<file path="src/rtl/xy_debouncer.sv">
// Two-channel switch debouncer: per-channel 2-flop synchronizer plus a
// STABLE/PENDING qualifier; xy_changed pulses once when either level moves.

module xy_debouncer_chan #(
    parameter int CNT_MAX = 4
) (
    input  logic clk_n,
    input  logic rst,
    input  logic raw,
    output logic level,
    output logic update
);
    // state   | meaning
    // STABLE  | synchronized input agrees with level, counter idle at 0
    // PENDING | synchronized input disagrees, counting consecutive cycles

    localparam int CW = $clog2(CNT_MAX + 1);
    localparam logic [CW-1:0] CNT_LAST = CW'(CNT_MAX - 1);

    typedef enum logic {
        ST_STABLE  = 1'b0,
        ST_PENDING = 1'b1
    } state_t;

    state_t        state, state_nxt;
    logic          s1, s2;
    logic [CW-1:0] cnt, cnt_nxt;
    logic          level_nxt;

    always_ff @(posedge clk_n or negedge rst) begin
        if (!rst) begin
            s1 <= 1'b0;
            s2 <= 1'b0;
        end else begin
            s1 <= raw;
            s2 <= s1;
        end
    end

    always_ff @(posedge clk_n or negedge rst) begin
        if (!rst) begin
            state <= ST_STABLE;
            cnt   <= '0;
            level <= 1'b0;
        end else begin
            state <= state_nxt;
            cnt   <= cnt_nxt;
            level <= level_nxt;
        end
    end

    always_comb begin
        state_nxt = state;
        cnt_nxt   = cnt;
        level_nxt = level;
        update    = 1'b0;
        case (state)
            ST_STABLE: begin
                if (s2 != level) begin
                    // A single-cycle qualification accepts the new level at once
                    if (CNT_MAX == 1) begin
                        level_nxt = s2;
                        update    = 1'b1;
                    end else begin
                        state_nxt = ST_PENDING;
                        cnt_nxt   = CW'(1);
                    end
                end
            end
            ST_PENDING: begin
                if (s2 == level) begin
                    state_nxt = ST_STABLE;
                    cnt_nxt   = '0;
                end else if (cnt >= CNT_LAST) begin
                    level_nxt = s2;
                    cnt_nxt   = '0;
                    state_nxt = ST_STABLE;
                    update    = 1'b1;
                end else begin
                    cnt_nxt = cnt + CW'(1);
                end
            end
            default: begin
                state_nxt = ST_STABLE;
                cnt_nxt   = '0;
            end
        endcase
    end
endmodule

module xy_debouncer #(
    parameter int CNT_MAX = 4
) (
    input  logic clk_n,
    input  logic rst,
    input  logic raw_x,
    input  logic raw_y,
    output logic x,
    output logic y,
    output logic xy_changed
);
    logic upd_x, upd_y;

    xy_debouncer_chan #(.CNT_MAX(CNT_MAX)) u_chan_x (
        .clk_n  (clk_n),
        .rst    (rst),
        .raw    (raw_x),
        .level  (x),
        .update (upd_x)
    );

    xy_debouncer_chan #(.CNT_MAX(CNT_MAX)) u_chan_y (
        .clk_n  (clk_n),
        .rst    (rst),
        .raw    (raw_y),
        .level  (y),
        .update (upd_y)
    );

    // Registered alongside the level flops so the pulse lines up with the new value
    always_ff @(posedge clk_n or negedge rst) begin
        if (!rst) begin
            xy_changed <= 1'b0;
        end else begin
            xy_changed <= upd_x | upd_y;
        end
    end
endmodule

</file>
<file path="config.mk">
export PLATFORM = sky130hd
export DESIGN_NAME = xy_debouncer
export DESIGN_NICKNAME = d
export VERILOG_FILES = /design/src/rtl/xy_debouncer.sv
export SDC_FILE = /design/constraint.sdc
export NUM_CORES = 1
export LEC_CHECK = 0
export ABC_AREA = 1
export CORE_MARGIN = 2
export CORE_UTILIZATION = 45
export DETAILED_ROUTE_END_ITERATION = 7
export GPL_ROUTABILITY_DRIVEN = 1
export PLACE_DENSITY = 0.74
export SLEW_MARGIN = 10
export SYNTH_ARGS = -nofsm -noshare
export SYNTH_HDL_FRONTEND = slang
export SYNTH_SLANG_ARGS = --single-unit
export TNS_END_PERCENT = 50
</file>
<file path="constraint.sdc">
create_clock -name clk_n -period 1.6 [get_ports clk_n]
set_clock_uncertainty 0.15 [all_clocks]
set_input_delay 0.32 -clock clk_n [delete_from_list [all_inputs] [get_ports clk_n]]
set_output_delay 0.32 -clock clk_n [all_outputs]
set_load 0.01 [all_outputs]
</file>
==> CHANGELOG.md <==
### Physical design

- Family with the most delay on the worst path: simple AND/OR/NAND/NOR gates
- Worst Setup Start Kind: flop
- Number of antenna cells inserted: 0
- Required time of the worst setup path: 1670 ps
- Highest metal used: met4
- Slowest cell on crit path: sky130_fd_sc_hd__dfrtp_1
- Worst path bufs/invs: 0
- Routed met2 length: 504 um
- Result of the run: finished, final reports clean
- Non-clk invs: 11
- Final sum of negative setup slack: 0 ps
- CTS tree: done
- Total CTS buffers: 3
- Number of input and output port buffers inserted: 6
- Layout buffering overhead excluding clock cells: 0.106
- First-iteration detailed-routing DRC count: 3
- Combined area of all synthesized cells: 679 um^2
- RR Endpoint: u_chan_y.cnt[2]
- Largest registers: u_chan_x.cnt (3), u_chan_y.cnt (3)
- Top logic cells by instance count in the layout: sky130_fd_sc_hd__nand2_1, sky130_fd_sc_hd__dfrtp_1, sky130_fd_sc_hd__inv_1
- Post-route DRC violation count: 0
- Dominant register cell in the synthesized netlist: sky130_fd_sc_hd__dfrtp_1
- Routed length on met3: 29 um
- Grt total ovfl: 0
- Number of search-and-repair iterations in the first detailed-routing pass: 3
- Chip Area, Yosys: 679 um^2
- Busiest layer in global routing: met2
- Clock distribution power: 206 uW
- Biggest area cells: sky130_fd_sc_hd__dfrtp_1, sky130_fd_sc_hd__nand2_1, sky130_fd_sc_hd__ha_1, sky130_fd_sc_hd__nand3_1, sky130_fd_sc_hd__inv_1
- Switching Power: 524 uW
Figure 1. Drive-strength map.
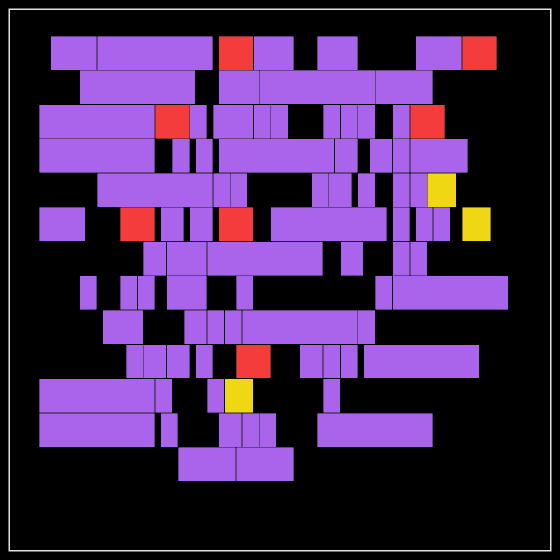
x3 and x4 -> red  # cells 7, share 7.8%, most used buf_4
x2 -> yellow  # cells 3, share 3.3%, most used nand2_2
x1 and smaller -> purple  # cells 80, share 89%, most used nand2_1
relative area change from synthesis to final layout: 19.9%
total of plain and repair buffers excluding clock buffers: 10
worst-case setup margin in the final layout: 127 ps
cell area after layout: 815 um^2

Figure 2. Routing congestion map.
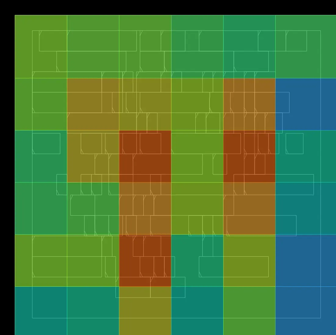
met2 GRT Util: 0.233
overall routing resource usage: 0.142
Routed WL per cell: 9.89 um

Figure 3. Cell area per tile.
The bar under the picture is 10 um long. The die is cut into 9 by 9 equal tiles; dark blue is low, red is high, 0 to 100% covered.
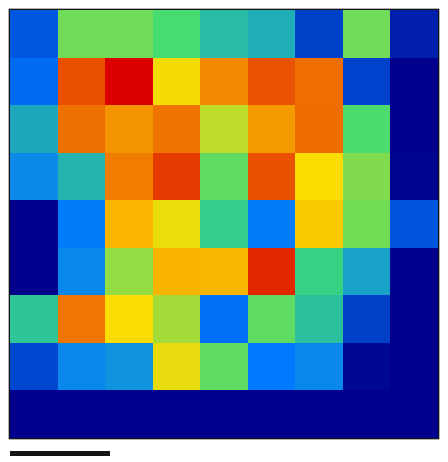
emptiest ninth of the die = bottom right
nearly empty tiles = 22%
tiles over 75% full = 24%
mean over tiles = 43%
initial standard-cell utilization of the core: 0.467
utilization after layout: 0.560
core outline area: 1450 um^2

Figure 4. Met1 routing.
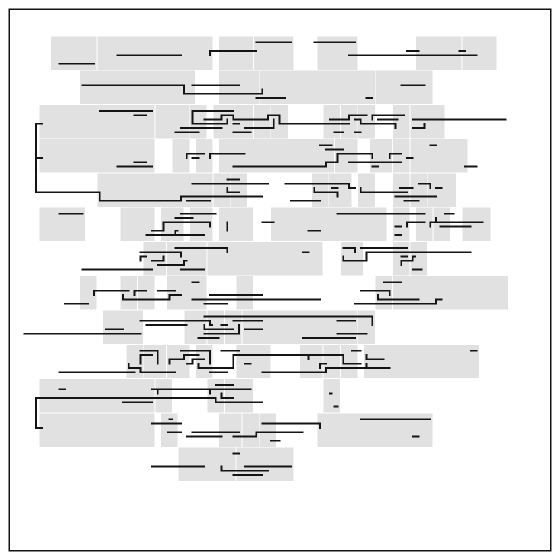
main direction = horizontal
share of all routed wire = 48%
longest straight run = 14.3 um
vias after detailed routing: 509
total wire length: 1050 um
global-route met1 utilization: 0.168

Figure 5. M2 wires.
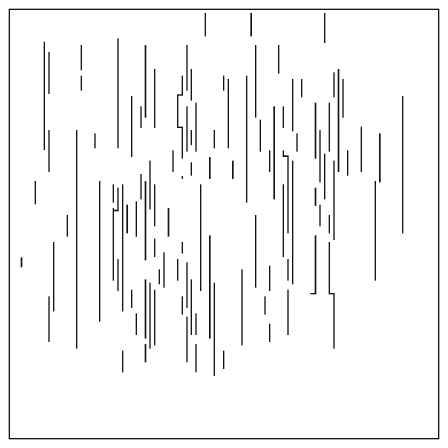
wire length on this layer = 505 um
longest straight run = 21.8 um
share of all routed wire = 48%
main direction = vertical

No activity file was given, so power comes from the tool's default toggle rates.
